**src/rtl/uart_pkg.sv**
```systemverilog
// Shared definitions for the UART receiver: FSM encoding and baud-rate derivation.
package uart_pkg;

  localparam int CLK_FREQ_DEF = 50000000;
  localparam int UART_BPS_DEF = 115200;

  typedef enum logic [2:0] {
    IDLE    = 3'd0,
    START   = 3'd1,
    DATA    = 3'd2,
    STOP    = 3'd3,
    WAIT_HI = 3'd4
  } rx_state_e;

  function automatic int bps_cnt(input int clk_freq, input int uart_bps);
    return clk_freq / uart_bps;
  endfunction

  localparam int BPS_CNT_DEF = bps_cnt(CLK_FREQ_DEF, UART_BPS_DEF);

endpackage

```
**src/rtl/uart_rx_sync.sv**
```systemverilog
// Two-flop synchronizer for the asynchronous RX line; resets to the idle-high level.
module uart_rx_sync (
  input  logic clk,
  input  logic rst_n,
  input  logic rx,
  output logic rx_s
);

  logic [1:0] sync_q, sync_d;

  always_comb begin
    sync_d = {sync_q[0], rx};
  end

  always_ff @(posedge clk) begin
    if (!rst_n) sync_q <= 2'b11;
    else        sync_q <= sync_d;
  end

  assign rx_s = sync_q[1];

endmodule

```
**src/rtl/uart_rx.sv**
```systemverilog
// 8N1 UART receiver with a single-entry holding register, frame-error pulse
// and sticky overrun flag.
module uart_rx
  import uart_pkg::*;
#(
  parameter int CLK_FREQ = CLK_FREQ_DEF,
  parameter int UART_BPS = UART_BPS_DEF
) (
  input  logic       clk,
  input  logic       rst_n,
  input  logic       RX,
  input  logic       rx_ready,
  input  logic       ovr_clr,
  output logic [7:0] rx_data,
  output logic       rx_valid,
  output logic       rx_done,
  output logic       frame_err,
  output logic       overrun
);

  localparam int          BPS_CNT  = bps_cnt(CLK_FREQ, UART_BPS);
  localparam logic [15:0] CNT_MAX  = 16'(BPS_CNT - 1);
  localparam logic [15:0] CNT_HALF = 16'(BPS_CNT / 2 - 1);

  logic rx_s;

  uart_rx_sync u_sync (
    .clk   (clk),
    .rst_n (rst_n),
    .rx    (RX),
    .rx_s  (rx_s)
  );

  rx_state_e   state_q, state_d;
  logic [15:0] clk_cnt_q, clk_cnt_d;
  logic [2:0]  bit_cnt_q, bit_cnt_d;
  logic [7:0]  shift_q, shift_d;
  logic        rx_prev_q, rx_prev_d;
  logic [7:0]  rx_data_q, rx_data_d;
  logic        rx_valid_q, rx_valid_d;
  logic        rx_done_q, rx_done_d;
  logic        frame_err_q, frame_err_d;
  logic        overrun_q, overrun_d;
  logic        byte_good, byte_bad;

  // Frame FSM: start-bit qualification at half a bit, then full-bit steps to
  // land every later sample mid-bit.
  always_comb begin
    state_d   = state_q;
    clk_cnt_d = clk_cnt_q;
    bit_cnt_d = bit_cnt_q;
    shift_d   = shift_q;
    rx_prev_d = rx_s;
    byte_good = 1'b0;
    byte_bad  = 1'b0;
    case (state_q)
      IDLE: begin
        if (rx_prev_q && !rx_s) begin
          state_d   = START;
          clk_cnt_d = '0;
        end
      end
      START: begin
        if (clk_cnt_q == CNT_HALF) begin
          clk_cnt_d = '0;
          if (!rx_s) begin
            state_d   = DATA;
            bit_cnt_d = '0;
          end else begin
            state_d = IDLE;
          end
        end else begin
          clk_cnt_d = clk_cnt_q + 16'd1;
        end
      end
      DATA: begin
        if (clk_cnt_q == CNT_MAX) begin
          clk_cnt_d          = '0;
          shift_d[bit_cnt_q] = rx_s;
          bit_cnt_d          = bit_cnt_q + 3'd1;
          if (bit_cnt_q == 3'd7) state_d = STOP;
        end else begin
          clk_cnt_d = clk_cnt_q + 16'd1;
        end
      end
      STOP: begin
        if (clk_cnt_q == CNT_MAX) begin
          clk_cnt_d = '0;
          if (rx_s) begin
            byte_good = 1'b1;
            state_d   = IDLE;
          end else begin
            byte_bad = 1'b1;
            state_d  = WAIT_HI;
          end
        end else begin
          clk_cnt_d = clk_cnt_q + 16'd1;
        end
      end
      WAIT_HI: begin
        if (rx_s) state_d = IDLE;
      end
      default: state_d = IDLE;
    endcase
  end

  // Holding register: a same-cycle handshake frees the slot for the new byte;
  // an overrun set takes priority over ovr_clr.
  always_comb begin
    rx_data_d   = rx_data_q;
    rx_valid_d  = rx_valid_q && !rx_ready;
    rx_done_d   = 1'b0;
    frame_err_d = byte_bad;
    overrun_d   = overrun_q && !ovr_clr;
    if (byte_good) begin
      if (!rx_valid_q || rx_ready) begin
        rx_data_d  = shift_q;
        rx_valid_d = 1'b1;
        rx_done_d  = 1'b1;
      end else begin
        overrun_d = 1'b1;
      end
    end
  end

  always_ff @(posedge clk) begin
    if (!rst_n) begin
      state_q     <= IDLE;
      clk_cnt_q   <= '0;
      bit_cnt_q   <= '0;
      shift_q     <= '0;
      rx_prev_q   <= 1'b1;
      rx_data_q   <= '0;
      rx_valid_q  <= 1'b0;
      rx_done_q   <= 1'b0;
      frame_err_q <= 1'b0;
      overrun_q   <= 1'b0;
    end else begin
      state_q     <= state_d;
      clk_cnt_q   <= clk_cnt_d;
      bit_cnt_q   <= bit_cnt_d;
      shift_q     <= shift_d;
      rx_prev_q   <= rx_prev_d;
      rx_data_q   <= rx_data_d;
      rx_valid_q  <= rx_valid_d;
      rx_done_q   <= rx_done_d;
      frame_err_q <= frame_err_d;
      overrun_q   <= overrun_d;
    end
  end

  assign rx_data   = rx_data_q;
  assign rx_valid  = rx_valid_q;
  assign rx_done   = rx_done_q;
  assign frame_err = frame_err_q;
  assign overrun   = overrun_q;

endmodule

```
**config.mk**
```make
export PLATFORM = sky130hd
export DESIGN_NAME = uart_rx
export DESIGN_NICKNAME = d
export VERILOG_FILES = /design/src/rtl/uart_pkg.sv /design/src/rtl/uart_rx_sync.sv /design/src/rtl/uart_rx.sv
export SDC_FILE = /design/constraint.sdc
export NUM_CORES = 1
export LEC_CHECK = 0
export CAP_MARGIN = 15
export CORE_MARGIN = 5
export CORE_UTILIZATION = 50
export CTS_CLUSTER_DIAMETER = 120
export DETAILED_ROUTE_END_ITERATION = 6
export PLACE_DENSITY_LB_ADDON = 0.3
export SKIP_LAST_GASP = 1
export SLEW_MARGIN = 40
export SYNTH_ARGS = -nofsm -noshare
export SYNTH_HDL_FRONTEND = slang
export SYNTH_HIERARCHICAL = 1
export SYNTH_SLANG_ARGS = --single-unit
```
**constraint.sdc**
```tcl
create_clock -name clk -period 4.6 [get_ports clk]
set_input_delay 0.92 -clock clk [delete_from_list [all_inputs] [get_ports clk]]
set_output_delay 0.92 -clock clk [all_outputs]
set_load 0.1 [all_outputs]
```
### Clock network drawn from the DEF

(6 px per micron)
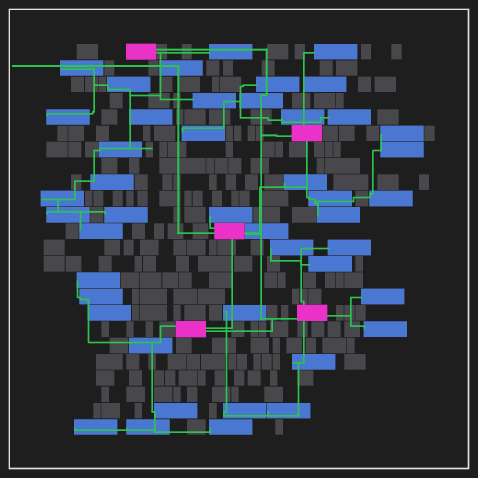
Key: blue = flip-flops [count 45]; magenta = clock drivers [count 5]; green = clock wires [length 584 microns]
There are 6 routed clock nets.

### I/O nets highlighted

(6 px per micron)
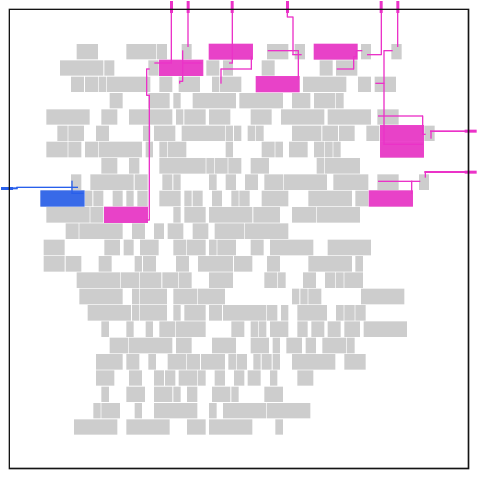
Key: blue = frame_err [bits 1, direction output, edge left, end cells 1, buffers 1, wire 14.9 microns]; magenta = rx_data [bits 8, direction output, edge 6 top, 2 right, end cells 8, buffers 8, wire 171 microns]
port bufs: 16
# IOs: 17

### Gate-type map

(4 px per micron)
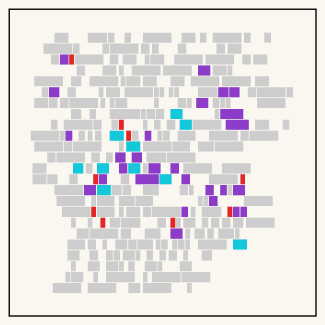
Key: purple = inverting AOI/OAI gates [cells 27]; cyan = AND-OR and OR-AND gates [cells 10]; red = inverters [cells 9]

### Signal metal coverage by tile

(4 px per micron) 15 x 15 tiles, from white (low) to dark blue (high), scaled to the fullest tile. Values are wire area over tile area, all layers added.
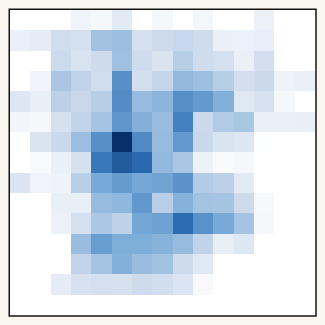
11% of the tiles are over half the peak. 32% of the tiles are nearly empty. The mean over all tiles is 0.11. The fullest tile reaches 0.58. The densest ninth of the die: centre. The emptiest ninth of the die: lower right.

==> reports/metrics.yaml <==
hold_violations: 0
fp-utilization_pct: 50.8
area.growth.synth_to_final_pct: 10.3
period_minus_slack_ns: 2.61
start_kind: "input pin"
startpoint: "rst_n"
stdcell_area_sq_um: 2420
cap_viol_max_count: 0
ys_sh_xor_pct: 3.59
antennaDiodeCount: 0
edf_count: 0
dpl.hpwl_microns: 2970
htreeDepth: 2
synth_chip_area_sq_um: 2200
outcome: "completed"
drive_gt1_share_pct: 14.3
finClkSkew_ns: 0.00423
wl_microns: 4220
placedCellCount: 303
die_area_sq_um: 5820
syn-num-nets: 256
cts_resized: 0
ys_sh_simple_pct: 29.0
openroad.warnings: 28
endpoint: "clk_cnt_q[14]$_SDFFE_PN0P_"
wire_per_inst_microns: 13.6
==> layer usage <==
layer,GRT usage (%),wire [microns],up-vias
met5,0,0,-
met3,3.90,178,6
met1,20.9,2060,844
met4,6.64,73,0
li1,-,-,909
met2,23.4,1900,26
==> metrics by stage <==
step | power, mW | hold WS, ns | util [%]
after floorplan | 0.432 | 0.386 | -
after global placement | 0.443 | 0.401 | 55.1
after detailed placement | 0.443 | 0.395 | 53.9
after CTS | 0.690 | 0.416 | 55.9
after global routing | 0.710 | 0.467 | 56.1
final | 0.679 | 0.413 | 56.1
==> cell usage in the layout (no fill, tap or decap), types with 2 or more instances in the layout <==
cell type	netlist	routed
dfxtp_1	45	45
nand2_1	27	27
nor2_1	20	20
mux2i_1	13	13
buf_2	2	12
nand3_1	11	11
nor2b_1	9	9
inv_1	8	8
nor3_1	8	8
a31oi_1	6	6
nand2b_1	5	5
nand4_1	5	5
xnor2_1	5	5
ha_1	5	5
clkbuf_8	0	5
nor4_1	5	4
a21oi_1	4	4
xor2_1	4	4
clkdlybuf4s50_1	0	4
or4_4	3	3
and3_1	3	3
nand3b_1	3	3
and2_1	3	3
or2_2	2	2
a211o_1	2	2
o2bb2ai_1	2	2
nor3b_1	2	2
o211ai_1	2	2
o31ai_1	2	2
a22o_1	2	2
o21ai_0	2	2
clkinvlp_4	0	2
==> cell usage after synthesis, types with 3 or more instances <==
library cell | n | area share, %
nand4_1 | 5 | 1.4
a21oi_1 | 4 | 0.91
nand3b_1 | 3 | 1.0
and3_1 | 3 | 0.85
ha_1 | 5 | 2.8
dfxtp_1 | 45 | 41
nand3_1 | 11 | 2.5
nor4_1 | 5 | 1.4
mux2i_1 | 13 | 5.9
inv_1 | 8 | 1.4
or4_4 | 3 | 1.5
nand2_1 | 27 | 4.6
xnor2_1 | 5 | 2.0
nor2_1 | 20 | 3.4
and2_1 | 3 | 0.85
a31oi_1 | 6 | 1.7
nor2b_1 | 9 | 2.6
nor3_1 | 8 | 1.8
clkbuf_1 | 9 | 1.5
xor2_1 | 4 | 1.6
nand2b_1 | 5 | 1.4
==> cell families after synthesis <==
logic type	count (synthesis)
buf+inv	21
fa+ha+maj	5
flops	45
mux	14
xor+xnor	9
simple gates	115
compound gates	37
==> registers in the layout, summed over array words and instances, names as in the netlist <==
register / flops
clk_cnt_q: 16
u_sync/sync_q: 2
rx_prev_q: 1
rx_done: 1
frame_err: 1
shift_q: 8
rx_valid: 1
state_q: 3
overrun: 1
bit_cnt_q: 3
rx_data: 8
==> power breakdown <==
group          leakage (nW)  switching (mW)  internal, mW
Clock                0.0374           0.138         0.107
Sequential            0.363         0.00371         0.392
Combinational         0.476          0.0226        0.0165
Total                 0.877           0.164         0.515
==> critical path, delay by kind of cell <==
kind                   cells  cell delay, ns
buffers and inverters      2            0.75
AND-OR/OR-AND              2            0.75
AND/OR/NAND/NOR            2            0.43
==> final cells by class <==
class	instances	area [sq um]	area share, %
repair buffers	17	108	4.44
flip-flops and latches	45	901	37.2
clock inverters	2	15.0	0.619
well taps	52	65.1	2.68
multi-input cells	180	1230	50.7
inverters	9	33.8	1.39
clock buffers	6	72.6	2.99
Power figures rest on the tool's default switching activity, not on a simulated workload.
